==> src/rtl/johnson_counter.sv <==
// Johnson (twisted-ring) counter with phase decode, terminal-count flag and
// recovery from illegal states. q is flop-driven; phase and tc decode q.
module johnson_counter #(
    parameter int WIDTH = 4,
    parameter int PW    = $clog2(2 * WIDTH)
) (
    input  logic             clk,
    input  logic             reset,
    output logic [WIDTH-1:0] q,
    output logic [PW-1:0]    phase,
    output logic             tc
);

    localparam logic [WIDTH-1:0] ZERO_W = {WIDTH{1'b0}};
    localparam logic [WIDTH-1:0] ONE_W  = {{(WIDTH-1){1'b0}}, 1'b1};
    localparam logic [WIDTH-1:0] LAST_W = {1'b1, {(WIDTH-1){1'b0}}};
    localparam logic [31:0]      PERIOD = 32'(2 * WIDTH);

    // True when v is a run of ones anchored at the LSB (including zero):
    // adding one carries out of the whole run and clears every set bit.
    function automatic logic is_thermo(input logic [WIDTH-1:0] v);
        return ((v & (v + ONE_W)) == ZERO_W);
    endfunction

    // Legal states are 0..01..1 (MSB clear) or 1..10..0 (MSB set).
    function automatic logic is_legal(input logic [WIDTH-1:0] v);
        logic ok;
        if (v[WIDTH-1] == 1'b0) begin
            ok = is_thermo(v);
        end else begin
            ok = is_thermo(~v);
        end
        return ok;
    endfunction

    // Population count widened to 32 bits for the phase arithmetic.
    function automatic logic [31:0] ones_count(input logic [WIDTH-1:0] v);
        logic [31:0] n;
        n = 32'd0;
        for (int i = 0; i < WIDTH; i++) begin
            n = n + {31'd0, v[i]};
        end
        return n;
    endfunction

    logic [WIDTH-1:0] q_r;
    logic             legal_s;
    logic [31:0]      ones_s;
    logic [31:0]      phase_full_s;
    logic             tc_s;

    // Legality check and ones count of the current state.
    always_comb begin
        legal_s = is_legal(q_r);
        ones_s  = ones_count(q_r);
    end

    // Phase index: rising half counts ones, falling half counts down from 2*WIDTH.
    always_comb begin
        phase_full_s = 32'd0;
        if (legal_s == 1'b0) begin
            phase_full_s = 32'd0;
        end else if (q_r[WIDTH-1] == 1'b0) begin
            phase_full_s = ones_s;
        end else begin
            phase_full_s = PERIOD - ones_s;
        end
    end

    // Terminal count: last legal state before the wrap to all zeros.
    always_comb begin
        if (q_r == LAST_W) begin
            tc_s = 1'b1;
        end else begin
            tc_s = 1'b0;
        end
    end

    // State register: reset first, then illegal-state recovery, then twist-shift.
    always_ff @(posedge clk) begin
        if (reset == 1'b0) begin
            q_r <= ZERO_W;
        end else if (legal_s == 1'b0) begin
            q_r <= ZERO_W;
        end else begin
            q_r <= {q_r[WIDTH-2:0], ~q_r[WIDTH-1]};
        end
    end

    assign q     = q_r;
    assign phase = phase_full_s[PW-1:0];
    assign tc    = tc_s;

endmodule

==> config.mk <==
export PLATFORM = sky130hd
export DESIGN_NAME = johnson_counter
export DESIGN_NICKNAME = d
export VERILOG_FILES = /design/src/rtl/johnson_counter.sv
export SDC_FILE = /design/constraint.sdc
export NUM_CORES = 1
export LEC_CHECK = 0
export CAP_MARGIN = 10
export CORE_AREA = 2 2 39 41
export DETAILED_ROUTE_END_ITERATION = 10
export DIE_AREA = 0 0 41 43
export GPL_TIMING_DRIVEN = 0
export PLACE_DENSITY = 0.58
export SLEW_MARGIN = 20
export SYNTH_ARGS = -nofsm -noshare
export SYNTH_HDL_FRONTEND = slang
export SYNTH_SLANG_ARGS = --single-unit
==> constraint.sdc <==
create_clock -name clk -period 2 [get_ports clk]
set_input_delay 0.3 -clock clk [delete_from_list [all_inputs] [get_ports clk]]
set_output_delay 0.3 -clock clk [all_outputs]
set_load 0.01 [all_outputs]
Figure 1. Gate families picked out (run 1).
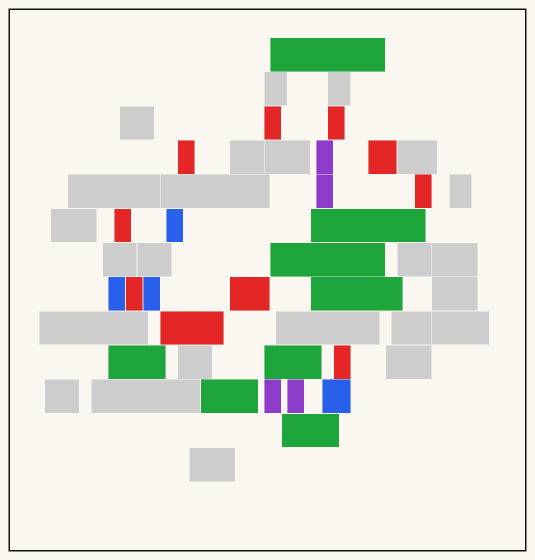
fa/ha/maj cells -> green  # cells 8, most used ha_1
inv cells -> purple  # cells 4
nor cells -> red  # cells 10, most used nor2_1
nand cells -> blue  # cells 4, most used nand2_1
combinational fraction of the cell area: 51.1%
Top cell excl fill/tap: nor2_1

Figure 2. PDN straps and rails (run 1).
Scale bar: 10 um. Pins as bars on the die edge. Tap cells in gray.
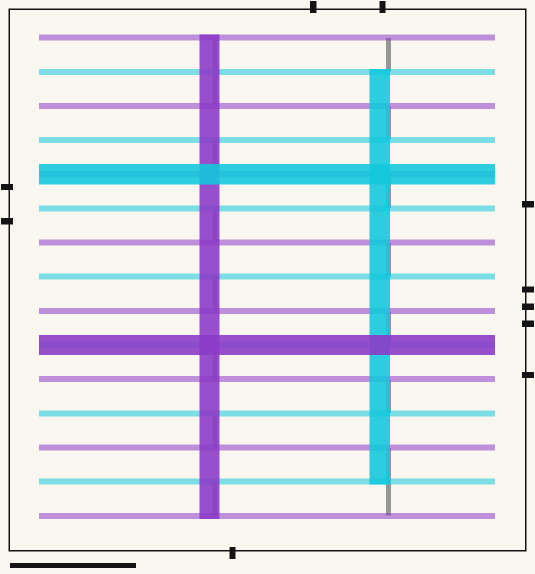
VDD -> cyan
VSS -> purple
met1 rails = 15
tap cells = 16
die x size: 41 um
die height: 43 um
worst ir drop on vdd: 0.275 mV
core area: 0.00138 mm2

==> Changelog: implementation, run 1 <==
### Changed

* Fin Setup TNS at -799 ps
* Syn-to-layout area delta at 61.2%
* Post-synth EDFFs at 0
* Cell area after synthesis at 325 um2
* # DRC at 0
* Fp_density at 23.5%
* Pins Over Slew Limit at 0
* Cell Area, Placed at 472 um2
* Worst setup EP type: output pin
* Class of the tightest hold or removal check: flop to flop
* Final WS setup at -430 ps
* Int Pwr at 218 uW
* R2r startpoint: q[0]$_SDFF_PN0_
* Drt initial violations at 1
* Tool warnings at 33
* Prevailing post-synth register cell: dfxtp_1
* Worst setup path class: flop to output pin
* Sequential power at 93.3 uW
* WP data required at 1700 ps
* Avg Inst Size Synth at 9.57 um2
* Unrepaired setup endpoints after global routing: true
* CTS tree: done
* Maxcap violations at 0
* WHS Path Cells at 2
* Yosys top cell by area: ha_1
* Clk_lat worst skew at 230 ps
* # hold bufs at CTS at 0
* CTS Root Cell: clkbuf_4
* Num rows at 14
* Failing checks: negative setup slack
* # diodes at 0
* Max reg flops at 4
* Worst hold start: q[2]$_SDFF_PN0_
* Clock network power share at 30.5%
* Final std cell area, no fill at 524 um2
* Status: complete, but fails checks
* End of the worst register-to-register path: q[1]$_SDFF_PN0_
* Hpwl dp at 485 um
* Largest delay share family, worst path: adder cells
* Least-Margin Pin Slew at 281 ps
* Final Setup Violations at 2
* Yosys chip area at 325 um2
* Synth cell types at 14
* Mapped Cells at 34
* Gpl congestion at 0.651
* Placed Cells at 59
* Critical Path Max Stage Delay at 510 ps
* Top cells, area: ha_1, dfxtp_1, nor2_1
* Reg-to-reg setup timing slack at 690 ps
* Clock Skew at 1.96 ps
* Sw Pwr at 94.4 uW
* YS warnings at 0
Figure 3. Wires at chosen ports, followed through buffers (run 1).
Scale bar: 10 um.
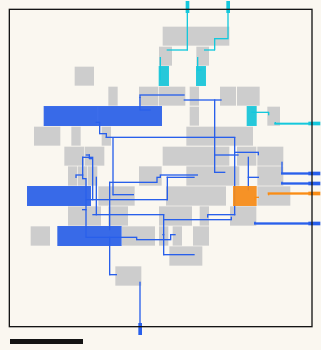
`phase` -> cyan  # bits 3, direction output, end cells 3, buffers 3, wire 28.9 um
`q` -> blue  # bits 4, direction output, end cells 4, buffers 7, wire 218 um
`tc` -> orange  # bits 1, direction output, end cells 1, buffers 1, wire 6.40 um
I/O Buffers: 9
IO Count: 10

-- run 1: cell type report --
class / count / area, um2
Fill cell: 152 / 860
Timing Repair Buffer: 13 / 108
Tap cell: 16 / 20.0
Inverter: 4 / 15.0
Clock buffer: 3 / 22.5
Sequential cell: 4 / 91.3
Multi-Input combinational cell: 26 / 268
-- run 1: cells by family after synthesis --
family | count (synthesis) | synth area share [%]
AOI/OAI and AO/OA | 1 | 6.92
xor gates and xnor gates | 1 | 2.69
adders and majority gates | 8 | 33.1
buffers and inverters | 4 | 4.61
DFF | 4 | 24.6
muxes | 1 | 3.08
and+or+nand+nor | 15 | 25.0
-- run 1: repair_timing --
item | CTS | global route
setup endpoints to repair | 3 | 4
gates resized | 14 | 2
pin swaps | 4 | 2
buffers inserted | 2 | 2
-- run 1: placed cells by master (no fill, tap or decap), drive strengths merged --
master	n
and3b	1
buf	7
clkbuf	3
clkdlybuf4s50	5
dfxtp	4
dlymetal6s2s	1
fa	1
ha	7
inv	4
mux2i	1
nand2	3
nand2b	1
nor2	7
nor2b	2
nor4b	1
o32a	1
xnor2	1
-- run 1: layer usage --
metal	vias to the layer above	wire (um)	track usage, %
li1	143	-	-
met2	7	305	11.9
met5	-	0	0
met4	0	0	8.00
met3	0	35	3.14
met1	130	278	11.6
-- run 1: worst max-delay path by stage --
stage / startpoint / end / slack (ps) / depth (start not counted)
2_1_floorplan: q[3]$_SDFF_PN0_ / phase[2] / -140 / 8
3_3_place_gp: q[3]$_SDFF_PN0_ / phase[2] / -600 / 9
3_5_place_dp: q[3]$_SDFF_PN0_ / phase[2] / -630 / 9
4_1_cts: q[0]$_SDFF_PN0_ / phase[2] / -440 / 9
5_1_grt: q[1]$_SDFF_PN0_ / phase[2] / -500 / 9
6_report: q[1]$_SDFF_PN0_ / phase[2] / -430 / 9
## Run 2: what changed since run 1
GPL_TIMING_DRIVEN = default   (was 0)
==> Changelog: implementation, run 2 <==
### Changed

* Core area at 0.00138 mm2 (unchanged)
* Failing checks: negative setup slack (unchanged)
* Logic area at 260 um2 (was 268 um2)
* Non-clk buf share at 23.5% (was 20.5%)
* Flop count at 4 (unchanged)
* # diodes at 0 (unchanged)
* Mapped Cells at 34 (unchanged)
* Gpl congestion at 0.720 (was 0.651)
* Largest delay share family, worst path: adder cells (unchanged)
* Unrepaired setup endpoints after global routing: true (unchanged)
* Worst ir drop on vdd at 0.348 mV (was 0.275 mV)
* R2r startpoint: q[0]$_SDFF_PN0_ (unchanged)
* Clock buffer count at 4 (was 3)
* Top cells excl fill/tap: nor2_1, buf_4, clkdlybuf4s50_1, ha_1 (was nor2_1, clkdlybuf4s50_1, ha_1, buf_4)
* Pins Over Slew Limit at 0 (unchanged)
* Grt peak-use layer: met2 (unchanged)
* Final WS setup at -410 ps (was -430 ps)
* YS warnings at 0 (unchanged)
* #MultiIn Comb at 26 (unchanged)
* Reg area at 88.8 um2 (was 91.3 um2)
* Num rows at 14 (unchanged)
* Hpwl dp at 530 um (was 485 um)
* Top sig layer: met4 (was met3)
* Metal2 WL at 296 um (was 305 um)
* # DRC at 0 (unchanged)
* Class of the tightest hold or removal check: flop to flop (unchanged)
* Clock Skew at 16.5 ps (was 1.96 ps)
* # hold bufs at CTS at 0 (unchanged)
* GR Layer Usage met2 at 13.8% (was 11.9%)
* Syn-to-layout area delta at 65.0% (was 61.2%)
* Fillers at 147 (was 152)
* Invs w/o clock at 4 (unchanged)
* Least-Margin Pin Slew at 230 ps (was 281 ps)
* Prevailing post-synth register cell: dfxtp_1 (unchanged)
* Fin cells at 70 (was 66)
* Status: complete, but fails checks (unchanged)
* Final ANT Viol Nets at 0 (unchanged)
* GR Layer Usage met3 at 6.28% (was 3.14%)
* Seq area share at 16.6% (was 17.4%)
* CTS tree: done (unchanged)
* Synth cell types at 14 (unchanged)
* WL met3 at 63 um (was 35 um)
* Cell area after synthesis at 325 um2 (unchanged)
* Dominant kind of cell by area: combinational gates (unchanged)
* Yosys top cell by area: ha_1 (unchanged)
* Critical Path Max Stage Delay at 470 ps (was 510 ps)
* Maxcap violations at 0 (unchanged)
* M1 GR Usage at 11.7% (was 11.6%)
* WHS Path Cells at 3 (was 2)
* Worst hold start: q[2]$_SDFF_PN0_ (unchanged)
* Combinational fraction of the cell area at 48.5% (was 51.1%)
* Drt initial violations at 2 (was 1)
* Max reg flops at 4 (unchanged)
* I/O Buffers at 9 (unchanged)
* Placed Cells at 66 (was 59)
* WP data required at 1700 ps (about the same)
* Final Setup Violations at 2 (unchanged)
* Tool warnings at 33 (unchanged)
* Avg Inst Size Synth at 9.57 um2 (unchanged)
* ClkCell Share at 4.90% (was 4.30%)
* Hold path endpoint: q[3]$_SDFF_PN0_ (unchanged)
* Die x size at 41 um (unchanged)
* Worst setup EP type: output pin (unchanged)
* Tap Count at 16 (unchanged)
* End of the worst register-to-register path: q[1]$_SDFF_PN0_ (unchanged)
* Clk_lat worst skew at 250 ps (was 230 ps)
* Yosys chip area at 325 um2 (unchanged)
* Die height at 43 um (unchanged)
* Worst setup path class: flop to output pin (unchanged)
* CTS Root Cell: clkbuf_4 (unchanged)
* Post-synth EDFFs at 0 (unchanged)
* Top cells, area: ha_1, dfxtp_1, nor2_1 (unchanged)
-- run 2: how the worst max path moves through the flow --
stage | from | endpoint | cells past startpoint
global placement | q[3]$_SDFF_PN0_ | phase[2] | 9
detailed placement | q[3]$_SDFF_PN0_ | phase[2] | 9
floorplan | q[3]$_SDFF_PN0_ | phase[2] | 8
finish | q[3]$_SDFF_PN0_ | phase[2] | 9
global route | q[3]$_SDFF_PN0_ | phase[2] | 9
CTS | q[0]$_SDFF_PN0_ | phase[2] | 9
-- run 2: power by group --
| group | internal [mW] | leakage (nW) | total [mW] | switching [mW] |
|---|---|---|---|---|
| Clock | 0.0753 | 0.0150 | 0.116 | 0.0407 |
| Combinational | 0.0719 | 0.204 | 0.133 | 0.0616 |
| Sequential | 0.0861 | 0.0345 | 0.0904 | 0.00433 |
-- run 2: stage by stage --
| step | power, mW | TNS [ps] | hold WS (ps) | area, um2 | worst slack [ps] |
|---|---|---|---|---|---|
| finish | 0.340 | -777 | 563 | 537 | -410 |
| global route | 0.371 | -1000 | 587 | 537 | -498 |
| CTS | 0.348 | -823 | 567 | 537 | -437 |
| detailed placement | 0.234 | -1270 | 579 | 524 | -598 |
| global placement | 0.229 | -1180 | 573 | 524 | -567 |
| floorplan | 0.167 | -220 | 413 | 362 | -138 |
-- run 2: worst min-delay path, delay by kind of cell, from the launching register on --
family                 cells  cell delay [ps]
buffers and inverters      1              150
DFF                        1              310
and+or+nand+nor            2               80
-- run 2: cells by family after synthesis --
group	share of synthesized area [%]
AOI/OAI and AO/OA	6.92
DFF	24.6
adders and majority gates	33.1
xor gates and xnor gates	2.69
and+or+nand+nor	25.0
buffers and inverters	4.61
muxes	3.08
-- run 2: repair_timing --
item	4_1_cts	5_1_grt
endpoints found under the setup margin	4	3
buffers inserted	0	0
cloned	0	0
pin swaps	2	4
resized	15	0
Figure 4. Local utilization (run 2).
Scale bar: 10 um. The die is cut into 8 by 9 equal tiles; white is low, dark blue is high, 0 to 100% covered.
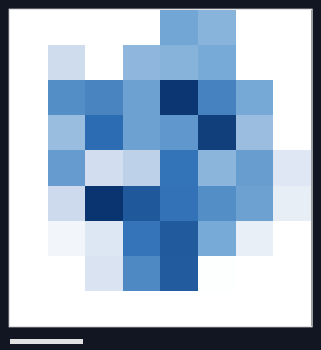
densest ninth of the die = center
nearly empty tiles = 43%
mean over tiles = 29%
fp_density: 23.5%
Layout Utilization: 38.8%

Power figures rest on the tool's default switching activity, not on a simulated workload.
